run_1/registers.png
Bar = 10 um.
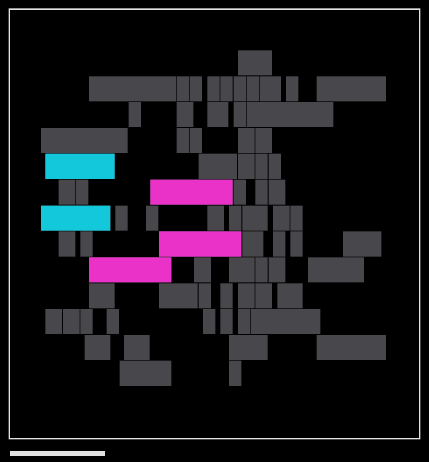
run_1/pins.png
Pins as bars across the die edge, other pins in grey.
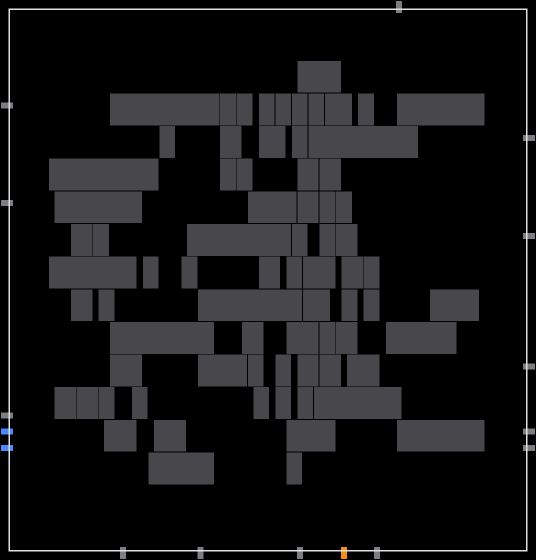
run_1/metal_stack.png
Only two layers are drawn.
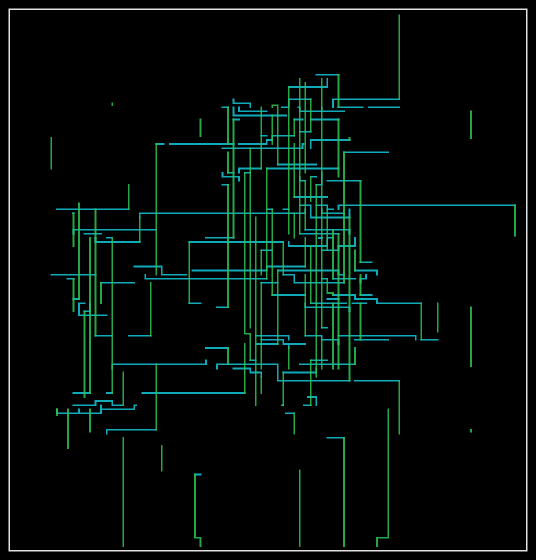
run_1/final_clocks.png
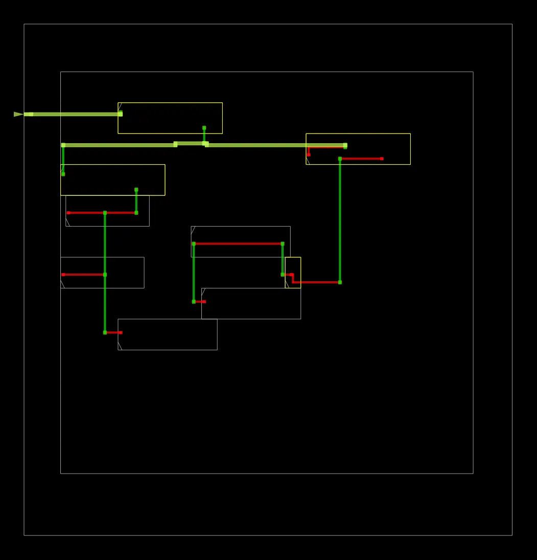
$ cat src/rtl/fence_seq_pkg.sv
// Shared types for the fence/maintenance sequencer: request op encoding and FSM states.
package fence_seq_pkg;

  // Op encoding as driven by commit on req_op_i
  localparam logic [1:0] OPC_FENCE      = 2'd0;
  localparam logic [1:0] OPC_FENCE_I    = 2'd1;
  localparam logic [1:0] OPC_SFENCE_VMA = 2'd2;
  localparam logic [1:0] OPC_RSVD       = 2'd3;

  typedef enum logic [1:0] {
    FENCE      = OPC_FENCE,
    FENCE_I    = OPC_FENCE_I,
    SFENCE_VMA = OPC_SFENCE_VMA,
    RSVD       = OPC_RSVD
  } fence_op_e;

  typedef enum logic [2:0] {
    IDLE   = 3'd0,
    DRAIN  = 3'd1,
    DCACHE = 3'd2,
    ICACHE = 3'd3,
    TLB    = 3'd4,
    PIPE   = 3'd5,
    DONE   = 3'd6
  } fence_state_e;

endpackage

$ cat src/rtl/fence_seq_wdog.sv
// Watchdog counter for the D$ ack wait: clear, count while enabled, flag the limit.
module fence_seq_wdog #(
  parameter int LIMIT = 1024
) (
  input  logic clk_i,
  input  logic rst_i,
  input  logic clr_i,
  input  logic en_i,
  output logic expired_o
);

  localparam int W = $clog2(LIMIT) + 1;

  logic [W-1:0] cnt_q, cnt_d;

  always_comb begin
    cnt_d = cnt_q;
    if (clr_i) begin
      cnt_d = '0;
    end else if (en_i) begin
      cnt_d = cnt_q + 1'b1;
    end
  end

  always_ff @(posedge clk_i) begin
    if (rst_i) begin
      cnt_q <= '0;
    end else begin
      cnt_q <= cnt_d;
    end
  end

  assign expired_o = (cnt_q == W'(LIMIT - 1));

endmodule

$ cat src/rtl/fence_seq.sv
// Sequencer for FENCE / FENCE.I / SFENCE.VMA maintenance steps after commit.
// Optional D$ ack watchdog enabled by defining FENCE_SEQ_TIMEOUT_EN.
//
// state  | meaning
// IDLE   | ready for a request from commit
// DRAIN  | commit halted, waiting for the store buffer to empty
// DCACHE | D$ flush requested, waiting for ack
// ICACHE | one-cycle I$ invalidate
// TLB    | one-cycle TLB flush
// PIPE   | one-cycle pipeline flush + redirect to PC+4
// DONE   | one-cycle completion pulse
module fence_seq
  import fence_seq_pkg::*;
#(
  parameter int WT_DCACHE      = 1,
  parameter int TIMEOUT_CYCLES = 1024
) (
  input  logic       clk_i,
  input  logic       rst_i,
  input  logic       req_valid_i,
  input  logic [1:0] req_op_i,
  output logic       req_ready_o,
  input  logic       stbuf_empty_i,
  output logic       flush_dcache_o,
  input  logic       flush_dcache_ack_i,
  output logic       flush_icache_o,
  output logic       flush_tlb_o,
  output logic       flush_pipe_o,
  output logic       set_pc_o,
  output logic       halt_o,
  output logic       done_o,
  output logic       err_o
);

  localparam bit WT = (WT_DCACHE != 0);

  fence_state_e state_q, state_d;
  fence_op_e    op_q, op_d;
  logic         err_q, err_d;
  logic         wdog_expired;

`ifdef FENCE_SEQ_TIMEOUT_EN
  fence_seq_wdog #(
    .LIMIT(TIMEOUT_CYCLES)
  ) u_wdog (
    .clk_i    (clk_i),
    .rst_i    (rst_i),
    .clr_i    ((state_d == DCACHE) && (state_q != DCACHE)),
    .en_i     ((state_q == DCACHE) && !flush_dcache_ack_i),
    .expired_o(wdog_expired)
  );
`else
  assign wdog_expired = 1'b0;
`endif

  always_comb begin
    state_d = state_q;
    op_d    = op_q;
    err_d   = err_q;
    case (state_q)
      IDLE: begin
        if (req_valid_i) begin
          op_d    = fence_op_e'(req_op_i);
          err_d   = 1'b0;
          state_d = DRAIN;
        end
      end
      DRAIN: begin
        if (stbuf_empty_i) begin
          case (op_q)
            FENCE:      state_d = WT ? PIPE : DCACHE;
            FENCE_I:    state_d = WT ? ICACHE : DCACHE;
            SFENCE_VMA: state_d = TLB;
            default:    state_d = DONE;
          endcase
        end
      end
      DCACHE: begin
        // An ack coinciding with the watchdog limit takes the normal path
        if (flush_dcache_ack_i) begin
          state_d = (op_q == FENCE_I) ? ICACHE : PIPE;
        end else if (wdog_expired) begin
          state_d = PIPE;
          err_d   = 1'b1;
        end
      end
      ICACHE:  state_d = PIPE;
      TLB:     state_d = PIPE;
      PIPE:    state_d = DONE;
      DONE:    state_d = IDLE;
      default: state_d = IDLE;
    endcase
  end

  always_ff @(posedge clk_i) begin
    if (rst_i) begin
      state_q <= IDLE;
      op_q    <= FENCE;
      err_q   <= 1'b0;
    end else begin
      state_q <= state_d;
      op_q    <= op_d;
      err_q   <= err_d;
    end
  end

  assign req_ready_o    = (state_q == IDLE);
  assign halt_o         = (state_q != IDLE);
  assign flush_dcache_o = (state_q == DCACHE);
  assign flush_icache_o = (state_q == ICACHE);
  assign flush_tlb_o    = (state_q == TLB);
  assign flush_pipe_o   = (state_q == PIPE);
  assign set_pc_o       = (state_q == PIPE);
  assign done_o         = (state_q == DONE);
  assign err_o          = err_q;

endmodule

$ cat config.mk
export PLATFORM = sky130hd
export DESIGN_NAME = fence_seq
export DESIGN_NICKNAME = d
export VERILOG_FILES = /design/src/rtl/fence_seq_pkg.sv /design/src/rtl/fence_seq_wdog.sv /design/src/rtl/fence_seq.sv
export SDC_FILE = /design/constraint.sdc
export NUM_CORES = 1
export LEC_CHECK = 0
export ABC_AREA = 1
export CAP_MARGIN = 0
export CORE_AREA = 3 3 40 42
export CTS_BUF_LIST = sky130_fd_sc_hd__clkbuf_16
export DETAILED_ROUTE_END_ITERATION = 16
export DIE_AREA = 0 0 43 45
export DONT_BUFFER_PORTS = 1
export PLACE_DENSITY = 0.37
export SLEW_MARGIN = 10
export SYNTH_ARGS = -nofsm -noshare
export SYNTH_HDL_FRONTEND = slang
export SYNTH_SLANG_ARGS = --single-unit
$ cat constraint.sdc
create_clock -name clk_i -period 1.3 [get_ports clk_i]
set_input_delay 0.195 -clock clk_i [delete_from_list [all_inputs] [get_ports clk_i]]
set_output_delay 0.195 -clock clk_i [all_outputs]
set_load 0.05 [all_outputs]
==> impl_metrics.env, run 1 <==
# source this file to load flow results
export IMPL_clock_fmax_ghz=0.7478
export IMPL_pre_cts_slack_ns=0.1300
export IMPL_dp_cells=82
export IMPL_stdcell_area_um2=610.6
export IMPL_setup_violations_final=3
export IMPL_crit_end="set_pc_o"
export IMPL_clock_sinks=5
export IMPL_crit_family="buffers and inverters"
export IMPL_ys_types=15
export IMPL_final_layout_top_logic_cells="10 x inv_1, 10 x nand2_1, 9 x nand3_1, 9 x nor2_1, 4 x buf_4"
export IMPL_avgSynthCellArea_um2=5.731
export IMPL_n_fill_cell=136
export IMPL_grt_pass1_wl_um=1559
export IMPL_synthXorXnorAreaFrac=0
export IMPL_p_sw_frac=0.4680
export IMPL_dp_hpwl_um=682.9
export IMPL_pwr_share_clk=0.243
export IMPL_cts_tree="done"
export IMPL_fin_cells=89
export IMPL_syn_to_final_growth_pct=71.83
export IMPL_worstHoldStart="rst_i"
export IMPL_grt_overflow=0
export IMPL_finalClockPeriodUsage=1.029
export IMPL_p_per_area_mw_per_mm2=3366
export IMPL_ys_sh_aoi=0.08451
export IMPL_antenna_found_initial=0
export IMPL_syn_inst=62
export IMPL_pg_seq_mw=0.335
export IMPL_edf_count=0
export IMPL_cts_root_buf="clkbuf_16"
export IMPL_power_combinational_mw=1.22
export IMPL_vias_per_cell=4.472
export IMPL_status="finished, violations left"
export IMPL_place_congestion=0.7213
export IMPL_grt_max_degree=8
export IMPL_fin_ws_ns=-0.03723
export IMPL_crit_fanout=6
export IMPL_post_drt_wl_per_cell_um=10.15
export IMPL_violations="negative setup slack"
export IMPL_largest_reg_flops=3
export IMPL_fp_util=0.2765
export IMPL_clock_skew_ns=0.003259
export IMPL_power_leakage_nw=0.2964
export IMPL_mux_share=0
export IMPL_h_tree_depth=1
export IMPL_drc_errors=0
export IMPL_routed_top_layer="met3"
export IMPL_async_flop_share=0
export IMPL_simple_gate_area_frac=0.4331
export IMPL_path_class="flip-flop to output pin"
export IMPL_num_nonclk_inverters=14
export IMPL_maxPowerGroup="combinational cells"
export IMPL_taps=15
export IMPL_power_frac_seq=0.163
export IMPL_yosysWarningCount=0
export IMPL_warnings=29
export IMPL_first_global_vias=404
export IMPL_grt_met2_usage=0.2006
export IMPL_cts_made_buffers=3
export IMPL_top_area_cell_class="combinational gates"
export IMPL_utilization=0.4752
export IMPL_synth_area_leader_cell="dfxtp_1"
export IMPL_logic_family="simple AND/OR/NAND/NOR gates"
export IMPL_comb_area_share=0.3463
export IMPL_nets=82
export IMPL_row_count=13
export IMPL_slowest_delay_ns=0.36
export IMPL_cp_buffers_inverters=3
export IMPL_cts_resized_gates=5
export IMPL_placed_area_um2=471.7
export IMPL_ys_sh_adder=0
export IMPL_grt_usage=0.1076
export IMPL_reg_largest_list="state_q x3, op_q x2"
export IMPL_wl_met3_um=68
export IMPL_timing_rr_start="state_q[0]"
export IMPL_final_clk_cell_share=0.1291
export IMPL_die_area_mm2=0.001935
export IMPL_cp_end_kind="output pin"
export IMPL_tns_ns=-0.1048
export IMPL_seqCellArea_um2=111.4
export IMPL_wl_um=903
export IMPL_netlist_top_cells_count="12 x inv_1, 10 x nand2_1, 10 x nand3_1, 10 x nor2_1, 5 x dfxtp_1"
export IMPL_p_sw_mw=0.9618
export IMPL_regMostFlops="state_q"
export IMPL_synthesis_nets=69
export IMPL_diodes=0
export IMPL_gr_usage_met1=0.1138
export IMPL_drive_above_1_share=0.3649
export IMPL_reg2reg_to="state_q[1]"
export IMPL_slowest_stage="dfxtp_4"
export IMPL_fin_crit_ns=1.337
export IMPL_cp_arrival_ns=1.14
export IMPL_crit_start="state_q[1]"
export IMPL_worst_path_stages=4
export IMPL_cts_setup_buffers=3
export IMPL_min_path_cells=1
export IMPL_drv_slew=0
export IMPL_hold_path_class="input port to flip-flop"
export IMPL_syn_area_um2=355.3
export IMPL_r2r_cells=8
export IMPL_ant_nets=0
export IMPL_ys_seq_elements=5
export IMPL_signal_buffers=10
export IMPL_top_cell_area_share=0.2817
export IMPL_power_mw=2.055
export IMPL_rsz0062_at_grt="yes"
export IMPL_cts_max_path_buffers=2
export IMPL_firstDrtPassIters=2
export IMPL_ys_dominant_reg_cell="dfxtp_1"
export IMPL_wl_met2_um=481
export IMPL_vdd_drop_max_v=0.001644
## Picture notes: registers.png
| colour | netlist name | sequential cells |
|---|---|---|
| cyan | op_q | 2 |
| magenta | state_q | 3 |

## Picture notes: pins.png
| colour | port | pins | direction | edge |
|---|---|---|---|---|
| blue | req_op_i | 2 | input | left |
| orange | flush_tlb_o | 1 | output | bottom |
all pins by edge: 5 left, 5 right, 5 bottom, 1 top
chip width: 43 um
IO buf count: 0
Die Span Y: 45 um

## Picture notes: metal_stack.png
| colour | layer | wire length |
|---|---|---|
| green | met2 | 482 um |
| cyan | met1 | 353 um |

## Picture notes: final_clocks.png
Clock Power: 0.499 mW
Latency at later pin: 0.23 ns
clkbuf count: 3
Seq cells: 5

run_1/gate_families.png
Bar = 10 um.
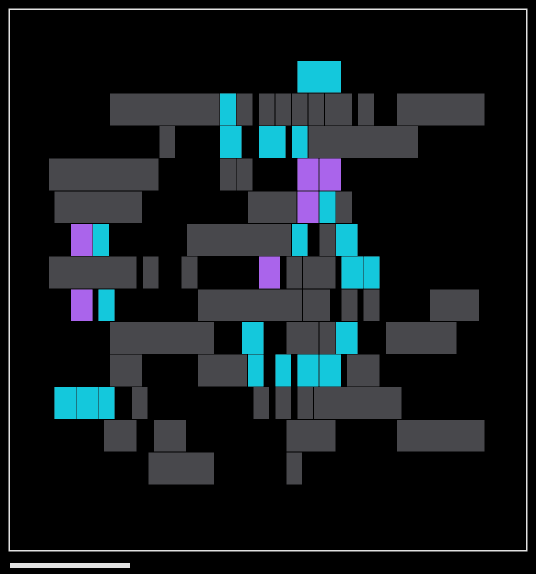

==> run 2: changes to the inputs <==
--- a/config.mk
+++ b/config.mk
@@ -12,6 +12,7 @@
 export DETAILED_ROUTE_END_ITERATION = 16
 export DIE_AREA = 0 0 43 45
 export DONT_BUFFER_PORTS = 1
+export HOLD_SLACK_MARGIN = 0.1
 export PLACE_DENSITY = 0.37
 export SLEW_MARGIN = 10
 export SYNTH_ARGS = -nofsm -noshare
==> constraint.sdc (replaced) <==
create_clock -name clk_i -period 1.7 [get_ports clk_i]
set_input_delay 0.255 -clock clk_i [delete_from_list [all_inputs] [get_ports clk_i]]
set_output_delay 0.255 -clock clk_i [all_outputs]
set_load 0.05 [all_outputs]
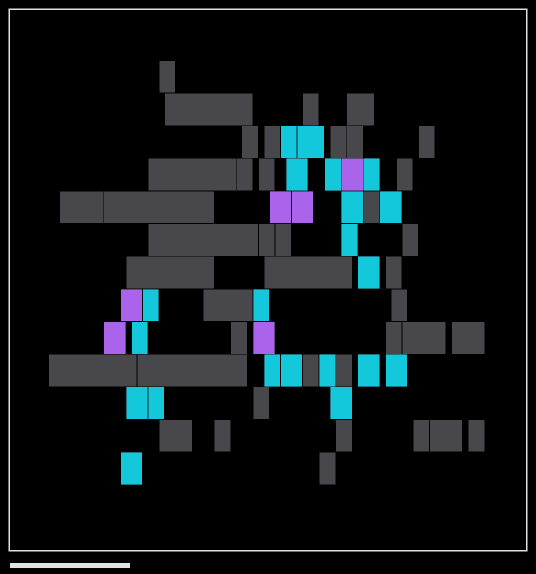
run_2/gate_families.png
Bar = 10 um.
| colour | family | cells |
|---|---|---|
| cyan | NAND gates | 21 |
| purple | inverting AOI/OAI gates | 6 |
final instance count without filler cells: 83
most numerous logic cell after layout: inv_1
logic share of the area: 0.4053

==> run 2 against run 1 <==
The flow now finishes without violations. Critical path depth fell by 1. Final cell count is 6.7% lower. Critical endpoint is now flush_dcache_o. Worst setup slack better by 0.21 ns. Global-route usage fell by 1.3 points. Largest cell class unchanged. Sequential power shrank 32%. Critical path type unchanged. Largest power group unchanged.
==> impl_metrics.env, run 2 <==
# source this file to load flow results
export IMPL_worstSkewPairLatency_ns=0.22
export IMPL_synth_area_leader_cell="dfxtp_1"
export IMPL_power_frac_seq=0.181
export IMPL_flops=5
export IMPL_fp_util=0.2765
export IMPL_setup_violations_final=0
export IMPL_die_w_um=43
export IMPL_p_per_area_mw_per_mm2=2639
export IMPL_routed_top_layer="met3"
export IMPL_grt_usage=0.09500
export IMPL_first_global_vias=326
export IMPL_taps=15
export IMPL_min_path_cells=1
export IMPL_pg_seq_mw=0.227
export IMPL_r2r_cells=7
export IMPL_utilization=0.3700
export IMPL_ys_types=15
export IMPL_finalClockPeriodUsage=0.8959
export IMPL_die_area_mm2=0.001935
export IMPL_crit_fanout=7
export IMPL_clock_skew_ns=0.0007014
export IMPL_num_clock_buffers=3
export IMPL_p_sw_mw=0.6383
export IMPL_clk_power_mw=0.374
export IMPL_reg2reg_to="op_q[1]"
export IMPL_ant_nets=0
export IMPL_ys_sh_adder=0
export IMPL_status="finished, final reports clean"
export IMPL_mux_share=0
export IMPL_cts_setup_buffers=0
export IMPL_worstHoldStart="rst_i"
export IMPL_rsz0062_at_grt="no"
export IMPL_wl_met2_um=437
export IMPL_yosysWarningCount=0
export IMPL_grt_pass1_wl_um=1352
export IMPL_num_nonclk_inverters=14
export IMPL_fin_ws_ns=0.1769
export IMPL_grt_max_degree=8
export IMPL_seqCellArea_um2=100.1
export IMPL_place_congestion=0.7139
export IMPL_drive_above_1_share=0.1765
export IMPL_syn_inst=62
export IMPL_stdcell_area_um2=475.5
export IMPL_vdd_drop_max_v=0.0009782
export IMPL_reg_largest_list="state_q x3, op_q x2"
export IMPL_netlist_top_cells_count="12 x inv_1, 10 x nand2_1, 10 x nand3_1, 10 x nor2_1, 5 x dfxtp_1"
export IMPL_edf_count=0
export IMPL_crit_end="flush_dcache_o"
export IMPL_vias_per_cell=4.410
export IMPL_syn_to_final_growth_pct=33.80
export IMPL_wl_um=834
export IMPL_p_sw_frac=0.5087
export IMPL_dp_hpwl_um=680.3
export IMPL_post_drt_wl_per_cell_um=10.05
export IMPL_logic_family="simple AND/OR/NAND/NOR gates"
export IMPL_top_cell_area_share=0.2817
export IMPL_cts_made_buffers=3
export IMPL_ys_seq_elements=5
export IMPL_hold_path_class="input port to flip-flop"
export IMPL_diodes=0
export IMPL_antenna_found_initial=0
export IMPL_dp_cells=78
export IMPL_slowest_stage="dfxtp_1"
export IMPL_nets=76
export IMPL_simple_gate_area_frac=0.4331
export IMPL_timing_rr_start="state_q[1]"
export IMPL_power_mw=1.255
export IMPL_final_clk_cell_share=0.1658
export IMPL_n_fill_cell=145
export IMPL_worst_path_stages=3
export IMPL_clock_sinks=5
export IMPL_die_h_um=45
export IMPL_cts_tree="done"
export IMPL_largest_reg_flops=3
export IMPL_cts_max_path_buffers=2
export IMPL_final_layout_top_logic_cells="13 x inv_1, 10 x nand3_1, 10 x nor2_1, 10 x nand2_1, 5 x dfxtp_1"
export IMPL_maxPowerGroup="combinational cells"
export IMPL_warnings=26
export IMPL_synthesis_nets=69
run_2/pins.png
Pins as bars across the die edge, other pins in grey.
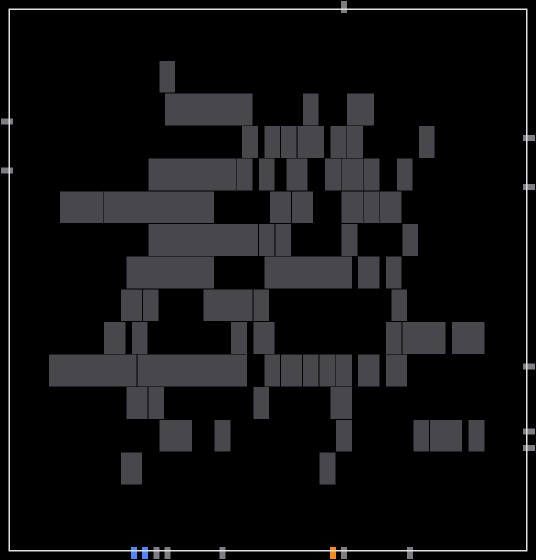

==> run 3: changes to the inputs <==
==> constraint.sdc (replaced) <==
create_clock -name clk_i -period 1.6 [get_ports clk_i]
set_input_delay 0.24 -clock clk_i [delete_from_list [all_inputs] [get_ports clk_i]]
set_output_delay 0.24 -clock clk_i [all_outputs]
set_load 0.05 [all_outputs]
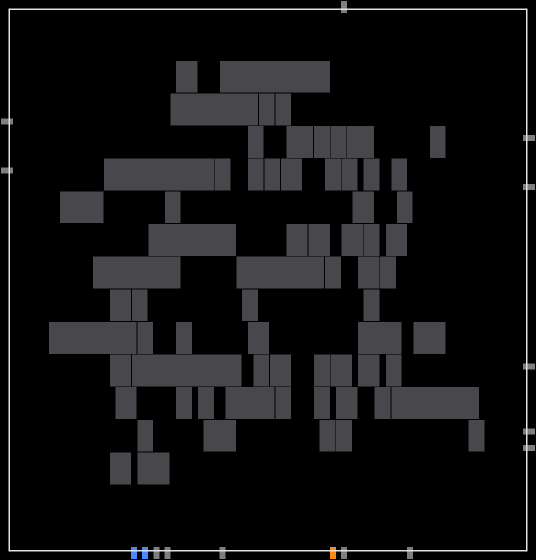
run_3/pins.png
Pins as bars across the die edge, other pins in grey.

==> run 3 against run 2 <==
Worst setup slack got worse by 0.080 ns. Largest cell class unchanged. Non-clock buffer count increased by 1. Synthesized cell count did not move. Utilization grew 1.7 points. Wire length increased by 2.3%. Global-route usage is 0.58 points higher. Via count down 0.27%. Register-to-register slack about the same. Critical endpoint unchanged.
==> impl_metrics.env, run 3 <==
# source this file to load flow results
export IMPL_crit_fanout=7
export IMPL_ys_seq_frac=0.2817
export IMPL_pg_seq_mw=0.242
export IMPL_comb_area_share=0.3879
export IMPL_vias_per_cell=4.345
export IMPL_utilization=0.3866
export IMPL_fin_ws_ns=0.09652
export IMPL_ys_dominant_reg_cell="dfxtp_1"
export IMPL_holdPathEnd="op_q[0]"
export IMPL_logic_family="simple AND/OR/NAND/NOR gates"
export IMPL_whs_ns=0.1830
export IMPL_die_w_um=43
export IMPL_ys_sh_adder=0
export IMPL_h_tree_depth=1
export IMPL_logic_gate_count=41
export IMPL_grt_met2_usage=0.1497
export IMPL_cts_made_buffers=3
export IMPL_top_area_cell_class="combinational gates"
export IMPL_path_clk_slew_ns=0.04
export IMPL_syn_to_final_growth_pct=39.79
export IMPL_num_clock_buffers=3
export IMPL_finalClockPeriodUsage=0.9397
export IMPL_clk_power_mw=0.408
export IMPL_path_cells="inv_2 > nand3_1 > inv_1"
export IMPL_antenna_found_initial=0
export IMPL_worstHoldStart="req_valid_i"
export IMPL_reg2reg_to="state_q[1]"
export IMPL_vias=365
export IMPL_crit_family="buffers and inverters"
export IMPL_wl_um=853
export IMPL_pwr_share_comb=0.532
export IMPL_cts_max_path_buffers=2
export IMPL_crit_end="flush_dcache_o"
export IMPL_power_combinational_mw=0.738
export IMPL_timing_rr_start="state_q[2]"
export IMPL_edf_count=0
export IMPL_ys_area_um2=355.3
export IMPL_avgSynthCellArea_um2=5.731
export IMPL_cp_arrival_ns=1.26
export IMPL_yosysWarningCount=0
export IMPL_critical_path_required_ns=1.36
export IMPL_synth_most_common_cell="inv_1"
export IMPL_place_congestion=0.7140
export IMPL_yosys_cells=62
export IMPL_grt_busiest_layer="met2"
export IMPL_final_clk_cell_share=0.1612
export IMPL_grt_usage=0.1008
export IMPL_numPortBuffers=0
export IMPL_cts_resized_gates=0
export IMPL_fp_util=0.2765
export IMPL_finalHoldViolCount=0
export IMPL_warnings=26
export IMPL_clock_sinks=5
export IMPL_firstDrtPassIters=4
export IMPL_flops=5
export IMPL_nonClkBufAreaFrac=0.1058
export IMPL_p_per_area_mw_per_mm2=2796
export IMPL_clock_skew_ns=0.003572
export IMPL_die_h_um=45
export IMPL_io_pins=16
export IMPL_intPower_mw=0.6974
export IMPL_final_layout_top_logic_cells="12 x inv_1, 10 x nand3_1, 10 x nor2_1, 10 x nand2_1, 5 x dfxtp_1"
export IMPL_core_mm2=0.001285
export IMPL_maxPowerGroup="combinational cells"
export IMPL_largest_reg_flops=3
export IMPL_status="finished, final reports clean"
export IMPL_worstSkewPairLatency_ns=0.23
export IMPL_pwr_share_clk=0.294
export IMPL_worst_path_stages=3
export IMPL_mux_share=0
export IMPL_logic_area_um2=192.7
export IMPL_synth_area_leader_cell="dfxtp_1"
export IMPL_hold_path_class="input port to flip-flop"
export IMPL_layout_top_cell="inv_1"
export IMPL_grt_max_degree=8
export IMPL_taps=15
export IMPL_synthesis_nets=69
export IMPL_syn_area_um2=355.3
export IMPL_placed_area_um2=406.6
export IMPL_grt_pass1_wl_um=1407
export IMPL_grt_overflow=0
export IMPL_min_path_cells=2
export IMPL_syn_inst=62
export IMPL_power_leakage_nw=0.2643
export IMPL_fin_cells=84
export IMPL_netlist_top_cells_count="12 x inv_1, 10 x nand2_1, 10 x nand3_1, 10 x nor2_1, 5 x dfxtp_1"
export IMPL_power_frac_seq=0.174
export IMPL_met1Wirelength_um=385
export IMPL_seqCellArea_um2=100.1
export IMPL_cts_setup_buffers=0
export IMPL_grtUsageMet3=0.03984
export IMPL_cp_start_kind="flip-flop"
export IMPL_clock_fmax_ghz=0.6651
export IMPL_wl_met2_um=401
export IMPL_p_sw_mw=0.6912
export IMPL_post_drt_wl_per_cell_um=10.15
export IMPL_die_area_mm2=0.001935
export IMPL_ys_sh_aoi=0.08451
export IMPL_wl_met3_um=66
export IMPL_r2r_cells=7
export IMPL_first_global_vias=336
export IMPL_seq_area_frac=0.2015
export IMPL_slowest_stage="dfxtp_1"
export IMPL_num_nonclk_inverters=14
export IMPL_holdBufCountCts=1
export IMPL_initialDrtViolationCount=9
export IMPL_top_cell_area_share=0.2817
export IMPL_path_class="flip-flop to output pin"
export IMPL_cts_tree="done"
export IMPL_ys_types=15
export IMPL_dp_cells=79
export IMPL_rsz0062_at_grt="no"
export IMPL_p_sw_frac=0.4978
export IMPL_drv_slew=0
export IMPL_reg_largest_list="state_q x3, op_q x2"
export IMPL_ant_nets=0
export IMPL_routed_top_layer="met3"
export IMPL_dp_hpwl_um=682.7
export IMPL_drive_above_1_share=0.2029
export IMPL_vdd_drop_max_v=0.001093
export IMPL_ys_seq_elements=5
export IMPL_power_mw=1.389
export IMPL_gr_usage_met1=0.1184
export IMPL_diodes=0
export IMPL_n_fill_cell=147
export IMPL_setup_violations_final=0
export IMPL_fin_crit_ns=1.503
export IMPL_pre_cts_slack_ns=0.3368
export IMPL_stdcell_area_um2=496.7
export IMPL_slowest_delay_ns=0.38
export IMPL_simple_gate_area_frac=0.4331
export IMPL_synthXorXnorAreaFrac=0
export IMPL_nets=77
Power is estimated from default activity; no workload was simulated.
